--- config.mk ---
export PLATFORM = sky130hd
export DESIGN_NAME = serial_mult3
export DESIGN_NICKNAME = d
export VERILOG_FILES = /design/src/rtl/mult3_pkg.sv /design/src/rtl/fulladder.sv /design/src/rtl/serial_mult3.sv
export SDC_FILE = /design/constraint.sdc
export NUM_CORES = 1
export LEC_CHECK = 0
export CAP_MARGIN = 30
export CELL_PAD_IN_SITES_DETAIL_PLACEMENT = 2
export CELL_PAD_IN_SITES_GLOBAL_PLACEMENT = 2
export CORE_MARGIN = 2
export CORE_UTILIZATION = 32
export CTS_BUF_LIST = sky130_fd_sc_hd__clkbuf_2
export DETAILED_ROUTE_END_ITERATION = 10
export PLACE_DENSITY_LB_ADDON = 0.1
export SYNTH_ARGS = -nofsm -noshare
export SYNTH_HDL_FRONTEND = slang
export SYNTH_HIERARCHICAL = 1
export SYNTH_SLANG_ARGS = --single-unit
--- constraint.sdc ---
create_clock -name clk -period 2.9 [get_ports clk]
set_input_delay 0.435 -clock clk [delete_from_list [all_inputs] [get_ports clk]]
set_output_delay 0.435 -clock clk [all_outputs]
set_load 0.03 [all_outputs]
--- src/rtl/mult3_pkg.sv ---
// rtl/mult3_pkg.sv - shared widths and state encoding for the serial 3x3 multiplier
package mult3_pkg;
  localparam int OP_W           = 3;
  localparam int PROD_W         = 6;
  localparam int STEPS_PER_ITER = 4;
  localparam int N_ITER         = 3;

  typedef enum logic [1:0] {IDLE, CALC, DONE} state_t;
endpackage

--- src/rtl/fulladder.sv ---
// rtl/fulladder.sv - combinational one-bit full adder
module fulladder (
  input  logic A,
  input  logic B,
  input  logic Carry_in,
  output logic Sum,
  output logic Carry_out
);
  assign Sum       = A ^ B ^ Carry_in;
  assign Carry_out = (A & B) | (Carry_in & (A ^ B));
endmodule

--- src/rtl/serial_mult3.sv ---
// rtl/serial_mult3.sv - bit-serial 3x3 shift-and-add multiplier around a single full adder
module serial_mult3
  import mult3_pkg::*;
(
  input  logic              clk,
  input  logic              rst_n,
  input  logic              start,
  input  logic [OP_W-1:0]   A,
  input  logic [OP_W-1:0]   B,
  output logic [PROD_W-1:0] Product,
  output logic              busy,
  output logic              done
);
  state_t r_state, w_state_nxt;

  logic [OP_W-1:0]   r_a, r_b;
  logic [PROD_W-1:0] r_acc;
  logic              r_cy;
  logic [1:0]        r_i, r_j;

  logic [2:0] w_idx;
  logic       w_last_step, w_last_iter, w_accept;
  logic       w_pp, w_sum, w_cout;

  assign w_idx       = {1'b0, r_i} + {1'b0, r_j};
  assign w_last_step = (r_j == 2'(STEPS_PER_ITER - 1));
  assign w_last_iter = (r_i == 2'(N_ITER - 1));
  assign w_accept    = start && (r_state != CALC);
  // Step j=3 only ripples the carry into bit i+3.
  assign w_pp        = w_last_step ? 1'b0 : (r_a[r_j] & r_b[r_i]);

  fulladder u_fa (
    .A         (r_acc[w_idx]),
    .B         (w_pp),
    .Carry_in  (r_cy),
    .Sum       (w_sum),
    .Carry_out (w_cout)
  );

  always_ff @(posedge clk or negedge rst_n) begin
    if (!rst_n) r_state <= IDLE;
    else        r_state <= w_state_nxt;
  end

  always_comb begin
    w_state_nxt = r_state;
    case (r_state)
      IDLE:    if (start) w_state_nxt = CALC;
      CALC:    if (w_last_step && w_last_iter) w_state_nxt = DONE;
      DONE:    w_state_nxt = start ? CALC : IDLE;
      default: w_state_nxt = IDLE;
    endcase
  end

  always_ff @(posedge clk or negedge rst_n) begin
    if (!rst_n) begin
      r_a   <= '0;
      r_b   <= '0;
      r_acc <= '0;
      r_cy  <= 1'b0;
      r_i   <= '0;
      r_j   <= '0;
    end else if (w_accept) begin
      r_a   <= A;
      r_b   <= B;
      r_acc <= '0;
      r_cy  <= 1'b0;
      r_i   <= '0;
      r_j   <= '0;
    end else if (r_state == CALC) begin
      r_acc[w_idx] <= w_sum;
      if (w_last_step) begin
        // The carry out of bit i+3 is provably zero, so it is dropped here.
        r_j  <= '0;
        r_cy <= 1'b0;
        r_i  <= w_last_iter ? 2'd0 : r_i + 2'd1;
      end else begin
        r_j  <= r_j + 2'd1;
        r_cy <= w_cout;
      end
    end
  end

  assign Product = r_acc;
  assign busy    = (r_state == CALC);
  assign done    = (r_state == DONE);
endmodule

Run 1, routing congestion map:
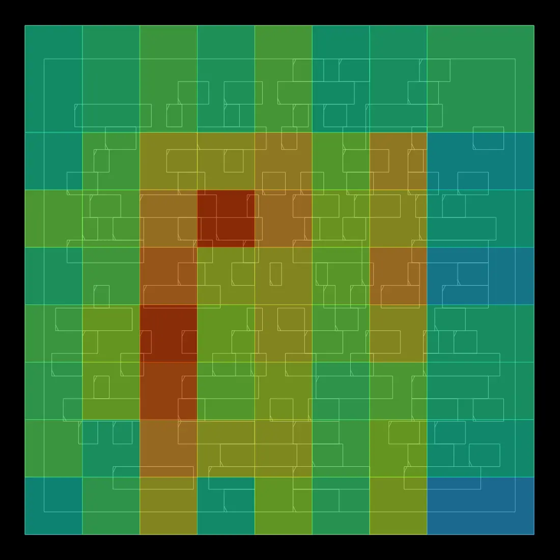
busiest grt layer: met2
Layout Utilization: 42.8%
M1 GR Usage: 22.6%
overall global routing resource usage: 16.0%

Run 1, metal layers overlaid:
Scale bar: 20 um.
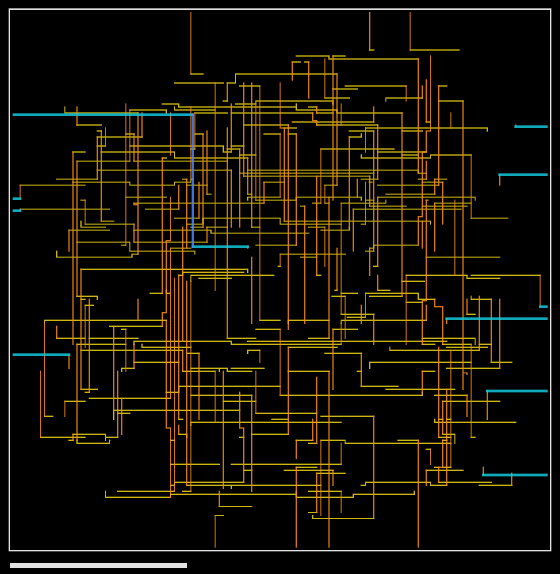
legend:
  metal 3:
    color: cyan
    wire_length: 68.7 um
  metal 2:
    color: orange
    wire_length: 1280 um
  metal 1:
    color: yellow
    wire_length: 1290 um
  metal 4:
    color: blue
    wire_length: 15.0 um
Routed WL: 2.65 mm
routed length per instance: 17.3 um

Run 1, floorplan with the power grid:
Pins as bars on the die edge. Tap cells in gray.
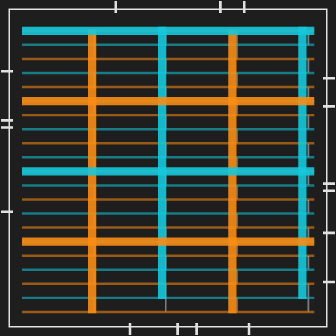
legend:
  VSS:
    color: orange
  VDD:
    color: cyan
tap cells: 44
met5 straps: 4
signal pins: 17
rows: 20
Die Ht: 61.1 um
Die Wd: 61.1 um
core footprint: 0.00308 mm^2

==> results.toml, run 1 <==
# physical design summary
[run_status]
status = "finished clean"

[yosys]
xor_share_pct = 0
edf_count = 0
avgSynthCellArea_um2 = 12.0
synth-main-ff-cell = "dfrtp_1"
yosys_cells = 87
synthCells = 87
yosysWarnings = 6
yosysTopAreaCellShare_pct = 45.5
ys_chip_area_mm2 = 0.00104
synth_top_cell_by_area = "dfrtp_1"
ys_async_sr_fraction_pct = 100
syn_area_mm2 = 0.00104
syn_nets = 100
topCellsByArea = "dfrtp_1 (46%), mux2_4 (8.6%), mux2i_1 (7.7%)"
aoi_share_pct = 10.8

[setup_path]
cp_data_required_time_ns = 3.18
rrSetupSlack_ns = 0.15
critPathMaxStageDelay_ns = 0.65
crit_family = "adder cells"
r2r_start = "r_i[0]"
crit_path_end_kind = "flop"
cp.arrival_ns = 3.02
crit_end = "Product[5]"
path_cells = "ha_1, inv_1, fa_2, mux2_4, a221oi_2, a21oi_2, fa_2, inv_2, mux2i_1"
critPathLaunchType = "flop"
cp_slowest_cell = "fa_2"
critPathBufInv = 2
crit_start = "r_i[0]"

[floorplan]
num_rows = 20
initCoreUtil_pct = 33.9
tap_cells = 44

[clocking]
cts_buffers = 3
root_buffer = "clkbuf_2"
clock_tree.buffer_depth = 2

[layout]
drive_above_1_share_pct = 26.6
clkCellAreaFrac_pct = 1.71
buf_share_pct = 14.4
seq-cell-share_pct = 36.1
diodes = 0
area_growth_pct = 26.2
fin_nets = 123
comb_area_share_pct = 41.7
combGateArea_um2 = 549
largest_cell_class = "multi-input combinational cells"
clkbuf_count = 3
nFillCells = 333

[global_route]
overflow = 0
grt_use_met2_pct = 24.8
met3_usage_pct = 2.52
antenna_found_initial = 0

[sta]
hold_viol = 0
post-route-period-util_pct = 94.8
worst_slew_pin_slew_ns = 0.901
max_slew_margin_pct = 39.7
drv_slew = 0

[placement]
gp_congestion = 0.745
post-place-cells = 148
dpl_cell_area_mm2 = 0.00126
pre_cts_slack_ns = -0.0431

[route]
top_layer = "met4"
drc = 0
dr.pass1.iters = 4
wl_met3_um = 68
wirelength_met1_mm = 1.29
route.met2.wl_mm = 1.28
viasPerCell = 5.08

[hold_path]
whs_endpoint = "r_state[0]"
hold_class = "flop to flop"

[power]
power_w = 0.00176
cellPowerDensity_mw_per_mm2 = 1330

[flow_run]
maxCapViolCount = 0
run 1: cell usage in the layout (no fill, tap or decap), types with 4 or more instances in the layout:
master,Yosys,routed
o21ai_1,5,5
dfrtp_1,19,18
mux2i_1,8,8
clkdlybuf4s50_1,0,16
nand3b_1,4,4
inv_1,5,4
buf_4,0,4
mux2_4,6,8
o21ai_0,5,5
run 1: timing repair:
action / 4_1_cts / 5_1_grt
pin swaps: 0 / 3
buffers inserted: 0 / 1
hold buffers: 0 / 0
resized: 2 / 7
setup endpoints to repair: 7 / 7
run 1: report_power, final:
part	internal, W	switching (W)
clock network	0.0000321	0.0000977
logic	0.000548	0.000609
registers	0.000384	0.0000877
==> run 2: changes to the inputs <==
--- a/config.mk
+++ b/config.mk
@@ -5,6 +5,7 @@
 export SDC_FILE = /design/constraint.sdc
 export NUM_CORES = 1
 export LEC_CHECK = 0
+export ABC_AREA = 0
 export CAP_MARGIN = 30
 export CELL_PAD_IN_SITES_DETAIL_PLACEMENT = 2
 export CELL_PAD_IN_SITES_GLOBAL_PLACEMENT = 2
Run 2, routing congestion map:
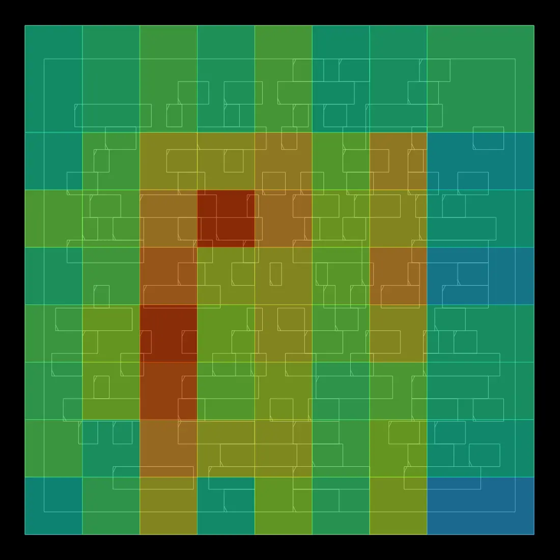
GR Util met2: 24.8%
met3 usage: 2.52%

==> run 2 against run 1 <==
Clock power barely moved. Synthesized cell count did not move. Count of clock-buffer cells in the layout did not move. Die area did not move. Power did not move. Wire length did not move. Sequential share of layout area did not move. Via count did not move. Cell count did not move. Critical path type unchanged. Largest cell class unchanged.
==> results.toml, run 2 <==
# physical design summary
[layout]
seq-cell-share_pct = 36.1
lay_top_cells = "dfrtp_1 (18), clkdlybuf4s50_1 (16), mux2_4 (8), mux2i_1 (8)"
lay_top_count = "dfrtp_1"
fin_nets = 123
drive_above_1_share_pct = 26.6
fin_util_pct = 42.8
comb_area_share_pct = 41.7
clkCellAreaFrac_pct = 1.71
combGateArea_um2 = 549
clkbuf_count = 3
largest_cell_class = "multi-input combinational cells"
buf_share_pct = 14.4
diodes = 0
area_growth_pct = 26.2

[floorplan]
num_rows = 20
fp.dieH_um = 61.1
initCoreUtil_pct = 33.9
core_mm2 = 0.00308
tap_cells = 44

[placement]
dpl_cell_area_mm2 = 0.00126
gp_congestion = 0.745
pre_cts_slack_ns = -0.0431
post-place-cells = 148

[yosys]
ys_chip_area_mm2 = 0.00104
yosys.area_share.simple_pct = 14.5
synth-main-ff-cell = "dfrtp_1"
xor_share_pct = 0
syn_nets = 100
aoi_share_pct = 10.8
synth_top_cell_by_area = "dfrtp_1"
avgSynthCellArea_um2 = 12.0
yosysTopAreaCellShare_pct = 45.5
yosys_cells = 87
yosysWarnings = 6
synthCells = 87
edf_count = 0
syn_area_mm2 = 0.00104
ys_async_sr_fraction_pct = 100
topCellsByArea = "dfrtp_1 (46%), mux2_4 (8.6%), mux2i_1 (7.7%)"

[power]
pwr-share-clk_pct = 7.4
pg_clk_w = 0.000130
p_comb_share_pct = 65.8
sequentialPowerShare_pct = 26.8
switching_share_pct = 45.2
p_comb_w = 0.00116
p_switching_w = 0.000795
sequentialPower_w = 0.000471
power.internal_w = 0.000964
power_leader = "combinational logic"
power_w = 0.00176
cellPowerDensity_mw_per_mm2 = 1330

[clocking]
cts_buffers = 3
clock_tree.buffer_depth = 2
root_buffer = "clkbuf_2"

[global_route]
top_usage_layer = "met2"
antenna_found_initial = 0
groute.usage.overall_pct = 16.0
overflow = 0
met1_usage_pct = 22.6

[setup_path]
crit_family = "adder cells"
crit_start = "r_i[0]"
r2r_start = "r_i[0]"
cp.arrival_ns = 3.02
critPathBufInv = 2
path_cells = "ha_1, inv_1, fa_2, mux2_4, a221oi_2, a21oi_2, fa_2, inv_2, mux2i_1"
crit_path_end_kind = "flop"
cp_data_required_time_ns = 3.18
critPathLaunchType = "flop"
cp_slowest_cell = "fa_2"
critPathMaxStageDelay_ns = 0.65

[route]
top_layer = "met4"
num_vias = 778
dr.pass1.iters = 4
wl_met3_um = 68
route.met2.wl_mm = 1.28
drc = 0
wl_per_cell_um = 17.3
viasPerCell = 5.08
wirelength_met1_mm = 1.29

[sta]
max_slew_margin_pct = 39.7
post-route-period-util_pct = 94.8
hold_viol = 0
hold-worst-slack_ns = 0.534
worst_slew_pin_slew_ns = 0.901
drv_slew = 0

[flow_run]
maxCapViolCount = 0

[run_status]
status = "finished clean"

[hold_path]
hold_class = "flop to flop"
Run 2, floorplan with the power grid:
Pins as bars on the die edge. Tap cells in gray.
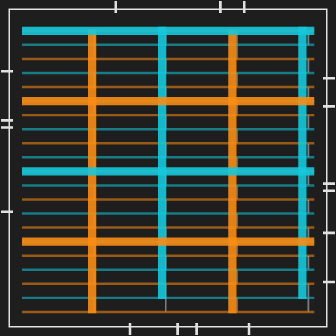
legend:
  VDD:
    color: cyan
  VSS:
    color: orange
met5 straps: 4
tap cells: 44

[run 2: worst paths after layout]
kind                               to  slack, ns  depth (start not counted)
setup / recovery           Product[5]       0.15                          9
hold / removal             r_state[0]       0.53                          1
setup reg to reg           Product[5]       0.15                          9
hold reg to reg            r_state[0]       0.53                          1
max in group asynchronous      r_i[1]       1.74                          1
min in group asynchronous      r_a[0]       0.57                          1
[run 2: logic make-up (layout without fill, tap and decap cells)]
kind of cell | after synthesis | after routing
buffers and inverters | 8 | 30
flip-flops | 19 | 19
multiplexers | 16 | 16
AND-OR/OR-AND | 18 | 18
AND/OR/NAND/NOR | 22 | 22
adder cells (fa/ha/maj) | 4 | 4
[run 2: repair_timing]
item / CTS / global route
setup endpoints to repair: 7 / 7
pin swaps: 0 / 3
hold buffers: 0 / 0
resized: 2 / 7
buffers inserted: 0 / 1
Power figures rest on the tool's default switching activity, not on a simulated workload.
